met1.png
Supply wires on this layer in gray.
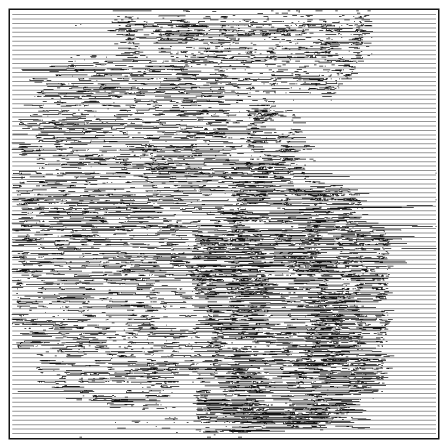
met2.png
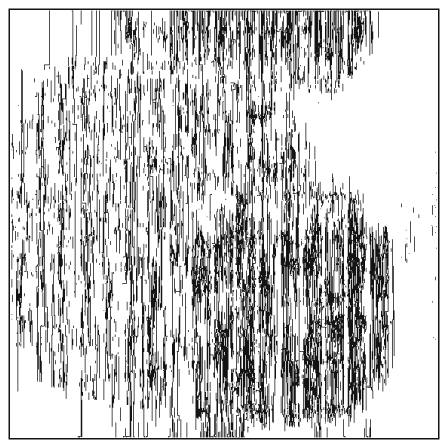
met3.png
Scale bar: 100 um. Cells faint in the background.
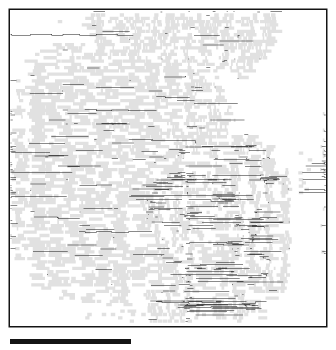
met4.png
Supply wires on this layer in gray. Cells faint in the background.
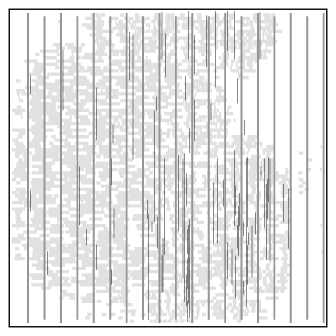
[config.mk]
export PLATFORM = sky130hd
export DESIGN_NAME = mem_issue_queue
export DESIGN_NICKNAME = d
export VERILOG_FILES = /design/src/rtl/mem_issue_queue.sv
export SDC_FILE = /design/constraint.sdc
export NUM_CORES = 1
export LEC_CHECK = 0
export CAP_MARGIN = 20
export CORE_UTILIZATION = 39
export DETAILED_ROUTE_END_ITERATION = 8
export MAX_ROUTING_LAYER = met4
export SYNTH_ARGS = -nofsm -noshare
export SYNTH_HDL_FRONTEND = slang
export SYNTH_SLANG_ARGS = --single-unit
export TNS_END_PERCENT = 100
[constraint.sdc]
create_clock -name clk -period 5.3 [get_ports clk]
set_input_delay 0.795 -clock clk [delete_from_list [all_inputs] [get_ports clk]]
set_output_delay 0.795 -clock clk [all_outputs]
set_load 0.05 [all_outputs]
[src/rtl/mem_issue_queue.sv]
// mem_issue_queue: in-order load/store issue queue between rename and the AGU.
// Buffers renamed memory ops in a circular FIFO, tracks source readiness from
// writeback broadcasts, reads the PRF for the head op and hands it to the AGU
// through a registered issue slot. Stores receive sequence tags; every op
// records the tag of its youngest older store.
//
// Ports:
//   clk, reset                 clock, synchronous active-high reset
//   flush                      clears all queue state like reset
//   dispatch_*                 one renamed op per cycle, accepted when dispatch_ready
//   wb_valid / wb_phy_dest     per-port wakeup broadcasts
//   prf_raddr1/2, prf_rdata1/2 combinational PRF read of the head sources
//   issue_to_agu_valid, issue_inst, agu_allowin   registered issue slot handshake
//   queue_empty                no queued entries and slot empty

package mem_issue_queue_pkg;

   typedef enum logic [3:0] {
      OP_NOP = 4'd0,
      OP_LB  = 4'd1,
      OP_LH  = 4'd2,
      OP_LWL = 4'd3,
      OP_LW  = 4'd4,
      OP_LBU = 4'd5,
      OP_LHU = 4'd6,
      OP_LWR = 4'd7,
      OP_SB  = 4'd8,
      OP_SH  = 4'd9,
      OP_SWL = 4'd10,
      OP_SW  = 4'd11,
      OP_SWR = 4'd12
   } operation_t;

   typedef struct packed {
      operation_t  operation;
      logic [15:0] imm;
      logic [4:0]  rs;
      logic [4:0]  rt;
      logic [4:0]  rd;
   } inst_t;

   typedef struct packed {
      inst_t       inst;
      logic [5:0]  phy_dest;
      logic [31:0] src1_value;
      logic [31:0] src2_value;
      logic [3:0]  rob_entry_num;
      logic [3:0]  store_num;
      logic [3:0]  pre_store;
   } issue_to_execute_bus_t;

   typedef struct packed {
      operation_t  op;
      logic [15:0] imm;
      logic [3:0]  rob;
      logic [5:0]  dest;
      logic [5:0]  src1;
      logic [5:0]  src2;
      logic        rdy1;
      logic        rdy2;
      logic [3:0]  store_num;
      logic [3:0]  pre_store;
   } mem_iq_entry_t;

endpackage

module mem_issue_queue
   import mem_issue_queue_pkg::*;
#(
   parameter int unsigned DEPTH    = 8,
   parameter int unsigned WB_PORTS = 4
) (
   input  logic                           clk,
   input  logic                           reset,
   input  logic                           flush,
   input  logic                           dispatch_valid,
   output logic                           dispatch_ready,
   input  operation_t                     dispatch_op,
   input  logic [15:0]                    dispatch_imm,
   input  logic [3:0]                     dispatch_rob_entry_num,
   input  logic [5:0]                     dispatch_phy_dest,
   input  logic [5:0]                     dispatch_phy_src1,
   input  logic [5:0]                     dispatch_phy_src2,
   input  logic                           dispatch_src1_ready,
   input  logic                           dispatch_src2_ready,
   input  logic [WB_PORTS-1:0]            wb_valid,
   input  logic [WB_PORTS-1:0][5:0]       wb_phy_dest,
   output logic [5:0]                     prf_raddr1,
   output logic [5:0]                     prf_raddr2,
   input  logic [31:0]                    prf_rdata1,
   input  logic [31:0]                    prf_rdata2,
   output logic                           issue_to_agu_valid,
   input  logic                           agu_allowin,
   output issue_to_execute_bus_t          issue_inst,
   output logic                           queue_empty
);

   localparam int unsigned PTR_W = $clog2(DEPTH);
   localparam int unsigned CNT_W = PTR_W + 1;

   mem_iq_entry_t           ent_q [DEPTH];
   logic [DEPTH-1:0]        ent_valid;
   logic [PTR_W-1:0]        head;
   logic [PTR_W-1:0]        tail;
   logic [CNT_W-1:0]        count;
   logic [3:0]              store_ctr;

   logic [DEPTH-1:0]        wake1;
   logic [DEPTH-1:0]        wake2;
   mem_iq_entry_t           head_entry;
   mem_iq_entry_t           new_entry;
   issue_to_execute_bus_t   issue_next;
   logic                    is_store;
   logic                    dispatch_fire;
   logic                    eligible;
   logic                    move;

   // True when any valid broadcast port names physical register r.
   function automatic logic wb_hit(input logic [5:0]                r,
                                   input logic [WB_PORTS-1:0]       v,
                                   input logic [WB_PORTS-1:0][5:0]  d);
      logic hit;
      hit = 1'b0;
      for (int p = 0; p < int'(WB_PORTS); p++) begin
         hit = hit | (v[p] && (d[p] == r));
      end
      return hit;
   endfunction

   assign head_entry     = ent_q[head];
   assign prf_raddr1     = head_entry.src1;
   assign prf_raddr2     = head_entry.src2;
   assign dispatch_ready = (count != CNT_W'(DEPTH));
   assign queue_empty    = (count == '0) && !issue_to_agu_valid;
   assign dispatch_fire  = dispatch_valid && dispatch_ready;
   // Strictly in order: only the head may issue.
   assign eligible       = (count != '0) && head_entry.rdy1 && head_entry.rdy2;
   assign move           = eligible && (!issue_to_agu_valid || agu_allowin);

   // Wakeup matches for every stored entry.
   always_comb begin
      wake1 = '0;
      wake2 = '0;
      for (int i = 0; i < int'(DEPTH); i++) begin
         wake1[i] = wb_hit(ent_q[i].src1, wb_valid, wb_phy_dest);
         wake2[i] = wb_hit(ent_q[i].src2, wb_valid, wb_phy_dest);
      end
   end

   // New entry, including same-cycle wakeup and store tagging.
   always_comb begin
      is_store = dispatch_op inside {OP_SB, OP_SH, OP_SW, OP_SWL, OP_SWR};
      new_entry           = '0;
      new_entry.op        = dispatch_op;
      new_entry.imm       = dispatch_imm;
      new_entry.rob       = dispatch_rob_entry_num;
      new_entry.dest      = dispatch_phy_dest;
      new_entry.src1      = dispatch_phy_src1;
      new_entry.src2      = dispatch_phy_src2;
      new_entry.rdy1      = dispatch_src1_ready || (dispatch_phy_src1 == 6'd0) ||
                            wb_hit(dispatch_phy_src1, wb_valid, wb_phy_dest);
      new_entry.rdy2      = dispatch_src2_ready || (dispatch_phy_src2 == 6'd0) ||
                            wb_hit(dispatch_phy_src2, wb_valid, wb_phy_dest);
      new_entry.pre_store = store_ctr;
      new_entry.store_num = is_store ? store_ctr + 4'd1 : store_ctr;
   end

   // Slot payload built from the head entry and the same-cycle PRF read.
   always_comb begin
      issue_next                = '0;
      issue_next.inst.operation = head_entry.op;
      issue_next.inst.imm       = head_entry.imm;
      issue_next.phy_dest       = head_entry.dest;
      issue_next.src1_value     = prf_rdata1;
      issue_next.src2_value     = prf_rdata2;
      issue_next.rob_entry_num  = head_entry.rob;
      issue_next.store_num      = head_entry.store_num;
      issue_next.pre_store      = head_entry.pre_store;
   end

   // Queue storage, pointers, store tagging and the issue slot.
   always_ff @(posedge clk) begin
      if (reset || flush) begin
         head               <= '0;
         tail               <= '0;
         count              <= '0;
         store_ctr          <= 4'd0;
         ent_valid          <= '0;
         issue_to_agu_valid <= 1'b0;
         issue_inst         <= '0;
      end else begin
         for (int i = 0; i < int'(DEPTH); i++) begin
            if (ent_valid[i] && wake1[i]) ent_q[i].rdy1 <= 1'b1;
            if (ent_valid[i] && wake2[i]) ent_q[i].rdy2 <= 1'b1;
         end

         if (move) begin
            issue_inst         <= issue_next;
            issue_to_agu_valid <= 1'b1;
            ent_valid[head]    <= 1'b0;
            head               <= head + PTR_W'(1);
         end else if (agu_allowin) begin
            issue_to_agu_valid <= 1'b0;
         end

         // Tail never aliases a popping head: that needs a full queue.
         if (dispatch_fire) begin
            ent_q[tail]     <= new_entry;
            ent_valid[tail] <= 1'b1;
            tail            <= tail + PTR_W'(1);
            if (is_store) store_ctr <= store_ctr + 4'd1;
         end

         case ({dispatch_fire, move})
            2'b10:   count <= count + CNT_W'(1);
            2'b01:   count <= count - CNT_W'(1);
            default: count <= count;
         endcase
      end
   end

endmodule

==> flow_summary.ini <==
; implementation run metrics
[run_status]
status = finished with violations
violations = design-rule violations

[sta]
tightest_slew_ns = 1.15
finalSetupViolCount = 0
rsz0062_at_grt = false
fmax_ghz = 0.227
setup_slack_ns = 0.897
tns_ns = 0
fin_skew_ns = 0.0152
hold_violations = 0
slew_headroom_pct = 23.2
drv_slew = 0
fin_crit_sh_pct = 83.1

[power_and_ir_drop]
fin_total_pwr_w = 0.00945
power_density_nw_per_um2 = 305
power.static_leakage_nw = 9.47

[job]
warnings = 27
drv_cap = 0

[logic_synthesis]
yosysChipArea_um2 = 26200
postSynthSeqShare_pct = 56.9
syn-cell-area_um2 = 26200
yosysUniqueCellTypes = 41
ys.flops = 544
synthArstFlopShare_pct = 0
synth-edff-count = 400
yosys_cells = 2010
avgSynthCellArea_um2 = 13.0

[placement]
finalWeightedCongestion = 0.940
port_buffers = 257
place_ws_ns = 1.08
hpwl_mm = 45.5
place_area_um2 = 29000

[cts]
clk_latency_ns = 0.62
clk_pin_slew_ns = 0.06
cts_inserted_buffers = 55
cts_hold_buf = 0
post_cts_buffers = 0
clk_path_buf_depth = 3
cts_resized = 0
htreeDepth = 2
clkSinkCount = 544
cts_tree = yes
root_buffer = clkbuf_16

[setup_path]
critPathMaxStageDelay_ns = 0.78
slowest_stage = clkdlybuf4s50_1
crit_required_ns = 4.51
arrival_ns = 3.61
critPathMaxFanout = 78
critPathKind = reg -> out

[die]
chipArea_um2 = 68200
die_y_um = 261
boundaryPins = 273
fp_util_pct = 39.6
dieWidth_um = 261
core_um2 = 66100

[routing]
drt-pass1-iter-count = 7
drt_iter0_markers = 1506
routed_via_density = 5.47
drc_errors = 6
wl_mm = 72.3
routedWlPerCell_um = 23.8
ant_nets = 0
vias = 16600

[layout]
final_cell_area_um2 = 31000
syn_to_final_growth_pct = 18.2
num-nets-final = 2267
most-common-layout-cells = edfxtp_1, clkdlybuf4s50_1, xnor2_1
fin_util_pct = 46.8
lay_top_count = edfxtp_1
final_layout_size_suffix_gt1_share_pct = 13.5

[min_path]
hold_path.class = reg -> reg

[global_route]
antenna_found_initial = 2
grt.total_usage_pct = 21.6
grt_pass1_wl_mm = 107
## Picture notes: met1.png
longest straight run	69.9 um
nets with wire on the layer	2096
main direction	horizontal
wire length on this layer	29.2 mm

## Picture notes: met2.png
share of all routed wire	49%
longest straight run	83.6 um
wire length on this layer	35.5 mm

## Picture notes: met3.png
longest straight run	100 um
main direction	horizontal
nets with wire on the layer	211

## Picture notes: met4.png
nets with wire on the layer	44
main direction	vertical
wire length on this layer	2940 um

critical path: cells and delay by family, from the launching register on:
family                 cells  cell delay (ns)
muxes                      2             0.88
buffers and inverters      2             1.33
DFF                        1             0.69
stage by stage:
stage | hold slack [ns] | cells
final | 0.453 | 3033
after global routing | 0.473 | 3033
after CTS | 0.455 | 3031
after detailed placement | 0.446 | 2927
after global placement | 0.443 | 2927
after floorplan | 0.453 | 2024
cells by family after synthesis:
family	count (synthesis)	synth area share (%)
mux	154	10.8
flops	544	56.9
compound gates	162	4.10
fa+ha+maj	6	0.287
simple gates	438	8.12
xor+xnor	443	14.8
other cells	1	0.0143
buf+inv	262	4.99
layer usage:
metal	up-vias	GRT usage [%]	part of all wire, %
met2	641	35.1	49
met5	-	-	0
met4	0	8.67	4.1
li1	7383	-	-
met1	8381	27.0	40
met3	174	3.53	6.3
flip-flops by register name (all words and copies together) (netlist names), named ones only:
name                cells
ent_q                 416
store_ctr               4
issue_inst            102
count                   4
issue_to_agu_valid      1
head                    3
ent_valid               8
tail                    3
synth_stat cells (all sizes together) (22+ instances only):
master	count	area share [%]
xnor2	222	7.4
nor4	82	2.0
edfxtp	400	46
a21oi	94	1.8
nor2	84	1.2
mux4	102	8.8
dfxtp	144	11
o21ai	22	0.42
mux2i	39	1.5
buf	158	3.3
nand2	160	2.3
clkbuf	98	1.6
a211oi	38	1.6
xor2	221	7.4
nand4	72	1.7
report_power, final:
part | switching [W] | internal (W) | leakage [nW]
clock network | 0.00168 | 0.00245 | 0.956
logic | 0.000426 | 0.000276 | 3.73
registers | 0.0000244 | 0.00459 | 4.78
total | 0.00213 | 0.00732 | 9.47
cell type report:
type	count	share of cell area (%)
Sequential cell	544	48.2
Clock inverter	27	1.12
Clock buffer	77	5.17
Timing Repair Buffer	295	9.34
Tap cell	864	3.49
Antenna cell	2	0.0162
Inverter	6	0.0889
Multi-Input combinational cell	1218	32.6
worst paths after layout:
| check | start | endpoint | slack (ns) | cells after the start |
|---|---|---|---|---|
| setup / recovery | flip-flop | prf_raddr2[1] | 0.90 | 4 |
| setup reg to reg | flip-flop | count[2] | 1.11 | 11 |
| hold reg to reg | issue_inst[55] | issue_inst[55] | 0.45 | 2 |
| hold / removal | issue_inst[55] | issue_inst[55] | 0.45 | 2 |
No activity file was given, so power comes from the tool's default toggle rates.
